Figure 1. Metal 1.
Supply wires on this layer in gray.
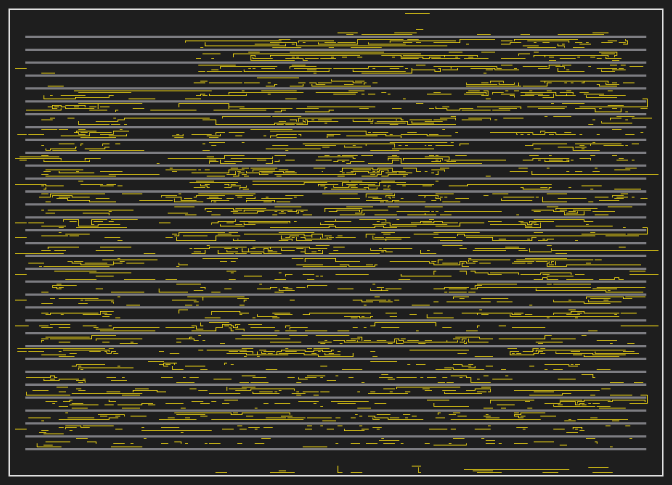
Figure 2. Placement density heat map.
14 x 10 tiles, from white (low) to dark blue (high), 0 to 100% covered.
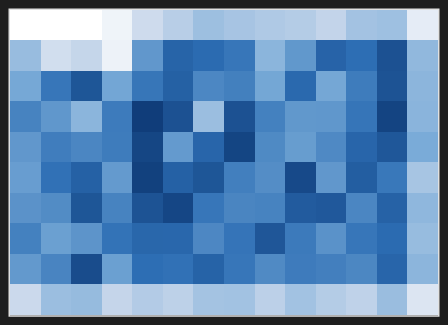
Figure 3. Routing congestion map.
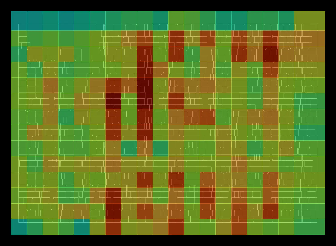
Figure 4. Signal wires on met4.
The bar under the picture is 50 µm long. Supply wires on this layer in gray. Cells faint in the background.
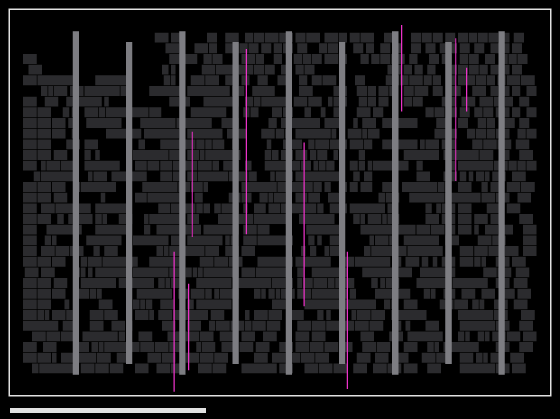
### src/rtl/mgmt_arbiter.sv
// mgmt_arbiter: two-master round-robin arbiter for the req/ack/rxe management bus with a phase watchdog
module mgmt_arbiter #(
  parameter int TIMEOUT = 256
) (
  input  logic        i_sys_clk,
  input  logic        i_sys_rst_n,
  input  logic        i_m0_req,
  input  logic [31:0] i_m0_adr,
  input  logic        i_m0_rwn,
  input  logic [1:0]  i_m0_wen,
  input  logic [31:0] i_m0_txd,
  input  logic        i_m1_req,
  input  logic [31:0] i_m1_adr,
  input  logic        i_m1_rwn,
  input  logic [1:0]  i_m1_wen,
  input  logic [31:0] i_m1_txd,
  output logic        o_m0_ack,
  output logic        o_m0_rxe,
  output logic [31:0] o_m0_rxd,
  output logic        o_m0_err,
  output logic        o_m1_ack,
  output logic        o_m1_rxe,
  output logic [31:0] o_m1_rxd,
  output logic        o_m1_err,
  output logic        o_s_req,
  output logic [31:0] o_s_adr,
  output logic        o_s_rwn,
  output logic [1:0]  o_s_wen,
  output logic [31:0] o_s_txd,
  input  logic        i_s_ack,
  input  logic        i_s_rxe,
  input  logic [31:0] i_s_rxd,
  output logic        o_busy,
  output logic        o_grant
);
  typedef enum logic [1:0] {IDLE, ADDR, DATA} state_t;
  state_t      r_state, w_next;
  logic        r_grant, r_last, r_rwn;
  logic [1:0]  r_wen;
  logic [31:0] r_adr, r_txd, w_rxd;
  logic [15:0] r_cnt;
  logic        w_start, w_pick, w_to, w_ack, w_rxe, w_err;
  assign w_start = i_m0_req | i_m1_req;
  // a contest goes to the master that did not win last time; a lone requester always wins
  assign w_pick  = (i_m0_req & i_m1_req) ? ~r_last : i_m1_req;
  assign w_to    = r_cnt == 16'(TIMEOUT - 1);
  // next state and completion signals; a timeout completes the phase with zero data and an error pulse
  always_comb begin
    w_next = r_state;
    w_ack  = 1'b0;
    w_rxe  = 1'b0;
    w_err  = 1'b0;
    case (r_state)
      IDLE: w_next = w_start ? ADDR : IDLE;
      ADDR: begin
        w_err  = w_to & ~i_s_ack;
        w_ack  = i_s_ack | w_to;
        w_rxe  = r_rwn & (i_s_rxe | w_err);
        w_next = i_s_ack ? ((r_rwn & ~i_s_rxe) ? DATA : IDLE) : (w_to ? IDLE : ADDR);
      end
      DATA: begin
        w_err  = w_to & ~i_s_rxe;
        w_rxe  = i_s_rxe | w_to;
        w_next = w_rxe ? IDLE : DATA;
      end
      default: w_next = IDLE;
    endcase
  end
  // read data reaches the master only during a live phase and is forced to zero on a timeout
  assign w_rxd = (r_state != IDLE && !w_err) ? i_s_rxd : 32'd0;
  // state, watchdog counter and latched command of the winning master
  always_ff @(posedge i_sys_clk or negedge i_sys_rst_n) begin
    if (!i_sys_rst_n) begin
      r_state <= IDLE;
      r_cnt   <= '0;
      r_grant <= 1'b0;
      r_last  <= 1'b1;
      r_adr   <= '0;
      r_rwn   <= 1'b0;
      r_wen   <= '0;
      r_txd   <= '0;
    end else begin
      r_state <= w_next;
      r_cnt   <= (r_state == IDLE || w_next != r_state) ? '0 : r_cnt + 16'd1;
      if (r_state == IDLE && w_start) begin
        r_grant <= w_pick;
        r_last  <= w_pick;
        r_adr   <= w_pick ? i_m1_adr : i_m0_adr;
        r_rwn   <= w_pick ? i_m1_rwn : i_m0_rwn;
        r_wen   <= w_pick ? i_m1_wen : i_m0_wen;
        r_txd   <= w_pick ? i_m1_txd : i_m0_txd;
      end
    end
  end
  assign o_s_req  = r_state == ADDR;
  assign o_busy   = r_state != IDLE;
  assign o_grant  = r_grant;
  assign o_s_adr  = r_adr;
  assign o_s_rwn  = r_rwn;
  assign o_s_wen  = r_wen;
  assign o_s_txd  = r_txd;
  assign o_m0_ack = w_ack & ~r_grant;
  assign o_m1_ack = w_ack & r_grant;
  assign o_m0_rxe = w_rxe & ~r_grant;
  assign o_m1_rxe = w_rxe & r_grant;
  assign o_m0_err = w_err & ~r_grant;
  assign o_m1_err = w_err & r_grant;
  assign o_m0_rxd = r_grant ? 32'd0 : w_rxd;
  assign o_m1_rxd = r_grant ? w_rxd : 32'd0;
endmodule

### config.mk
export PLATFORM = sky130hd
export DESIGN_NAME = mgmt_arbiter
export DESIGN_NICKNAME = d
export VERILOG_FILES = /design/src/rtl/mgmt_arbiter.sv
export SDC_FILE = /design/constraint.sdc
export NUM_CORES = 1
export LEC_CHECK = 0
export CORE_ASPECT_RATIO = 0.7
export CORE_MARGIN = 3
export CORE_UTILIZATION = 39
export DETAILED_ROUTE_END_ITERATION = 12
export GPL_TIMING_DRIVEN = 1
export PLACE_DENSITY_LB_ADDON = 0.08
export SYNTH_ARGS = -nofsm -noshare
export SYNTH_HDL_FRONTEND = slang
export SYNTH_SLANG_ARGS = --single-unit
### constraint.sdc
create_clock -name i_sys_clk -period 4.85 [get_ports i_sys_clk]
set_input_delay 0.7275 -clock i_sys_clk [delete_from_list [all_inputs] [get_ports i_sys_clk]]
set_output_delay 0.7275 -clock i_sys_clk [all_outputs]
set_load 0.1 [all_outputs]
==> notes.md <==
run results: vias in the first global route between 4,000 and 5,000, Post-DP Area approximately 8000 µm², Worst path max stage delay 1.15 ns, # setup viols final 0, I/O Buffers approximately 310, Synth Cell Area between 4000 and 5000 µm², # diodes 0, count of plain and timing-repair buffers 319, crit path from r_cnt[8], met2 Track Usage GR 42.9%, Max Freq 252 MHz, Area leader share 45.5%, Placed Cells incl. Taps just over 900, cts hold-fix bufs 0, FFs w/ async S/R, synth 100%, met1 WL 5910 µm, Worst Path Max Fanout 8, #MultiIn Comb 366, Synth Area in XOR/XNOR under 10%, highest routed layer met4, count of non-CTS inverters in the layout 6, cells in synth_stat.txt 491, first-pass GRT wire length approximately 25,000 µm, ys flop type dfrtp_1, design area 8150 µm², Post-Layout Cell Count between 900 and 1,000, Final Hold Viols 0, Synth top cells by count dfrtp_1, nand2_1, o21ai_0, mux2i_1, and2_1, GR Layer Usage met3 8.03%, gr busiest metal met2, PostCTS Resize Cnt 0, status finished clean, CP delay by family, top simple AND/OR/NAND/NOR gates, Comb area share approximately 30%, Critical R2R Capture r_cnt[2], DRC Markers 0
## Picture notes: Figure 1
846 nets have wire on it. The wires run mostly horizontal. The layer carries 5,910 µm of wire. The longest straight run is 39.6 µm. The layer holds 36% of the routed length.

## Picture notes: Figure 2
The mean over all tiles is 59%. 2.1% of the tiles are nearly empty. 26% of the tiles are over 75% full.
Initial Util: 41.5%
core box area: 11,400 µm²
Core Util, Final: 71.4%

## Picture notes: Figure 3
GRT Resource Usage Total: 23.8%
Global Route met1 Usage: 26.7%

## Picture notes: Figure 4
The layer carries 275 µm of wire. The layer holds 1.7% of the routed length.
WL final: 16,400 µm
via count: 4,660

